==> images/layer_met1.png <==
Supply wires on this layer in gray.
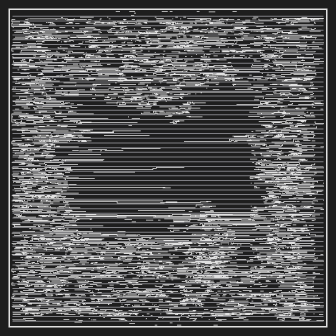
==> images/layer_met2.png <==
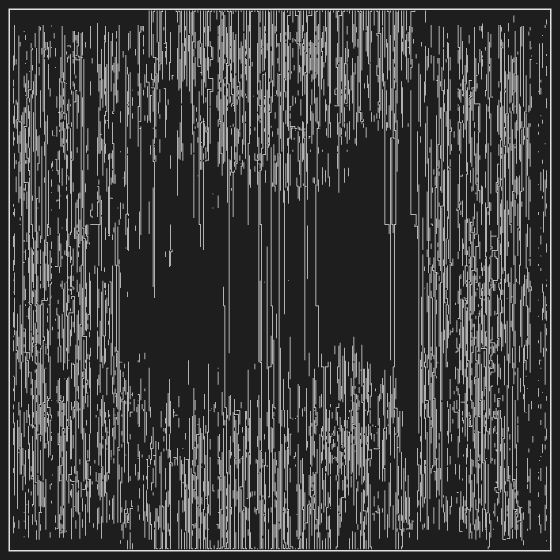
==> images/layer_met3.png <==
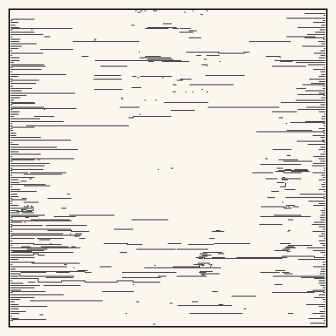
==> images/layer_met4.png <==
The bar under the picture is 50 um long. Supply wires on this layer in gray. Cells faint in the background.
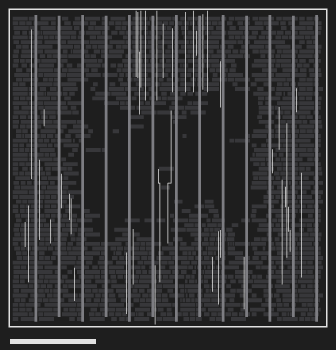
**config.mk**
```make
export PLATFORM = sky130hd
export DESIGN_NAME = aes_block_loader
export DESIGN_NICKNAME = d
export VERILOG_FILES = /design/src/rtl/aes_block_loader.sv
export SDC_FILE = /design/constraint.sdc
export NUM_CORES = 1
export LEC_CHECK = 0
export CAP_MARGIN = 0
export CORE_UTILIZATION = 45
export CTS_CLUSTER_DIAMETER = 50
export DETAILED_ROUTE_END_ITERATION = 10
export GPL_TIMING_DRIVEN = 1
export PLACE_DENSITY = 0.87
export SLEW_MARGIN = 40
export SYNTH_ARGS = -nofsm -noshare
export SYNTH_HDL_FRONTEND = slang
export SYNTH_SLANG_ARGS = --single-unit
export TNS_END_PERCENT = 100
```
**constraint.sdc**
```tcl
create_clock -name clk -period 17.69 [get_ports clk]
set_input_delay 4.4225 -clock clk [delete_from_list [all_inputs] [get_ports clk]]
set_output_delay 4.4225 -clock clk [all_outputs]
set_load 0.02 [all_outputs]
```
**src/rtl/aes_block_loader.sv**
```systemverilog
// Collects a cipher key and one 128-bit block from a 32-bit word stream and pulses start to the AES round FSM.
// cfg-to-start is 9/11/13 cycles with a full key load, or 5 on key reuse; in_valid gaps stall the load and outputs hold until core_done.
module aes_block_loader (
    input  logic         clk,
    input  logic         reset,
    input  logic         cfg_valid,
    output logic         cfg_ready,
    input  logic [1:0]   cfg_mode,
    input  logic         cfg_enc_dec,
    input  logic         cfg_reuse_key,
    output logic         cfg_err,
    input  logic         in_valid,
    output logic         in_ready,
    input  logic [31:0]  in_data,
    output logic [255:0] key,
    output logic [127:0] block,
    output logic [1:0]   mode,
    output logic         enc_dec,
    output logic [3:0]   roundAmount,
    output logic         start,
    input  logic         core_done,
    output logic         busy
);

    typedef enum logic [2:0] {IDLE, LOAD_KEY, LOAD_BLK, START, WAIT_DONE} state_t;

    state_t      state, state_nxt;
    logic [2:0]  word_cnt;
    logic        key_valid;
    logic [1:0]  key_mode;
    logic        cfg_fire, in_fire, cfg_bad, reuse_hit, key_last, blk_last;
    logic [2:0]  key_last_idx;
    logic [3:0]  cfg_rounds;

    assign cfg_ready = (state == IDLE) && !reset;
    assign in_ready  = (state == LOAD_KEY) || (state == LOAD_BLK);
    assign busy      = (state != IDLE);

    assign cfg_fire  = cfg_valid && cfg_ready;
    assign in_fire   = in_valid && in_ready;
    assign cfg_bad   = (cfg_mode == 2'b11);
    assign reuse_hit = cfg_reuse_key && key_valid && (cfg_mode == key_mode);
    assign key_last  = (word_cnt == key_last_idx);
    assign blk_last  = (word_cnt == 3'd3);

    always_comb begin
        key_last_idx = 3'd7;
        cfg_rounds   = 4'd14;
        case (mode)
            2'b00:   key_last_idx = 3'd3;
            2'b01:   key_last_idx = 3'd5;
            default: key_last_idx = 3'd7;
        endcase
        case (cfg_mode)
            2'b00:   cfg_rounds = 4'd10;
            2'b01:   cfg_rounds = 4'd12;
            default: cfg_rounds = 4'd14;
        endcase
    end

    always_comb begin
        state_nxt = state;
        case (state)
            IDLE:      if (cfg_fire && !cfg_bad) state_nxt = reuse_hit ? LOAD_BLK : LOAD_KEY;
            LOAD_KEY:  if (in_fire && key_last) state_nxt = LOAD_BLK;
            LOAD_BLK:  if (in_fire && blk_last) state_nxt = START;
            START:     state_nxt = WAIT_DONE;
            WAIT_DONE: if (core_done) state_nxt = IDLE;
            default:   state_nxt = IDLE;
        endcase
    end

    always_ff @(posedge clk or posedge reset) begin
        if (reset) state <= IDLE;
        else       state <= state_nxt;
    end

    always_ff @(posedge clk or posedge reset) begin
        if (reset) begin
            word_cnt    <= '0;
            key_valid   <= 1'b0;
            key_mode    <= '0;
            key         <= '0;
            block       <= '0;
            mode        <= '0;
            enc_dec     <= 1'b0;
            roundAmount <= '0;
            start       <= 1'b0;
            cfg_err     <= 1'b0;
        end else begin
            cfg_err <= cfg_fire && cfg_bad;
            start   <= (state == LOAD_BLK) && in_fire && blk_last;

            if (cfg_fire && !cfg_bad) begin
                mode        <= cfg_mode;
                enc_dec     <= cfg_enc_dec;
                roundAmount <= cfg_rounds;
                word_cnt    <= '0;
                // A fresh load starts from a zeroed key so unused low words read as zero.
                if (!reuse_hit) begin
                    key_valid <= 1'b0;
                    key       <= '0;
                end
            end

            if ((state == LOAD_KEY) && in_fire) begin
                for (int i = 0; i < 8; i++)
                    if (word_cnt == 3'(i)) key[255-32*i -: 32] <= in_data;
                if (key_last) begin
                    key_valid <= 1'b1;
                    key_mode  <= mode;
                    word_cnt  <= '0;
                end else begin
                    word_cnt  <= word_cnt + 3'd1;
                end
            end

            if ((state == LOAD_BLK) && in_fire) begin
                for (int i = 0; i < 4; i++)
                    if (word_cnt == 3'(i)) block[127-32*i -: 32] <= in_data;
                word_cnt <= blk_last ? 3'd0 : word_cnt + 3'd1;
            end
        end
    end

endmodule

```
==> impl_metrics.py <==
# Synthesis and PnR figures
metrics = {
    "cts": {
        "clk_pin_slew_ns": 0.06,
        "clockBufferDepth": 3,
    },
    "logic_synthesis": {
        "ys.flops": 401,
        "synth_cell_types": 40,
        "ys_chip_area_um2": 14770,
        "synthSimpleGateAreaFrac_pct": 1.779,
        "synth_area_um2": 14770,
        "edf_count": 0,
    },
    "timing": {
        "setup_slack_ns": 7.498,
        "skew_ns": 0.01211,
        "worstMarginPinSlew_ns": 0.7849,
        "maxSlewViolCount": 0,
        "timing.hold.ws_ns": 0.4881,
        "setup_tns_ns": 0,
    },
    "floorplan": {
        "core_area_um2": 31880,
        "ios": 437,
        "n_tap_cell": 435,
    },
    "place": {
        "place_ws_ns": 7.493,
        "placed_cell_area_um2": 19730,
        "place.gp.congestion": 0.8494,
    },
    "min_path": {
        "whs_endpoint": "roundAmount[3]$_DFFE_PP0P_",
        "min-delay-path-class": "register to register",
    },
    "global_routing": {
        "grt_max_degree": 144,
        "met3_usage_pct": 7.824,
    },
    "final_layout": {
        "seq-cell-share_pct": 47.31,
        "largest_register": "key",
        "fillerInstances": 2136,
    },
    "drt": {
        "vias": 10870,
        "wl_per_cell_um": 26.03,
    },
    "power": {
        "p_leak_nw": 9.960,
        "p_per_area_nw_per_um2": 187.2,
    },
    "job": {
        "tool_warnings": 33,
    },
    "status": {
        "status": "finished clean",
    },
}
-- layer_met1.png (at the start) --
- main direction: horizontal
- longest straight run: 111 um

-- layer_met2.png (at the start) --
- share of all routed wire: 49%
- wire length on this layer: 23.5 mm
- main direction: vertical
- nets with wire on the layer: 1378
- longest straight run: 90.8 um

-- layer_met3.png (at the start) --
- main direction: horizontal
- nets with wire on the layer: 377
- longest straight run: 59.3 um
- wire length on this layer: 4680 um

-- layer_met4.png (at the start) --
- share of all routed wire: 3.1%
- longest straight run: 86.4 um

Power figures rest on the tool's default switching activity, not on a simulated workload.
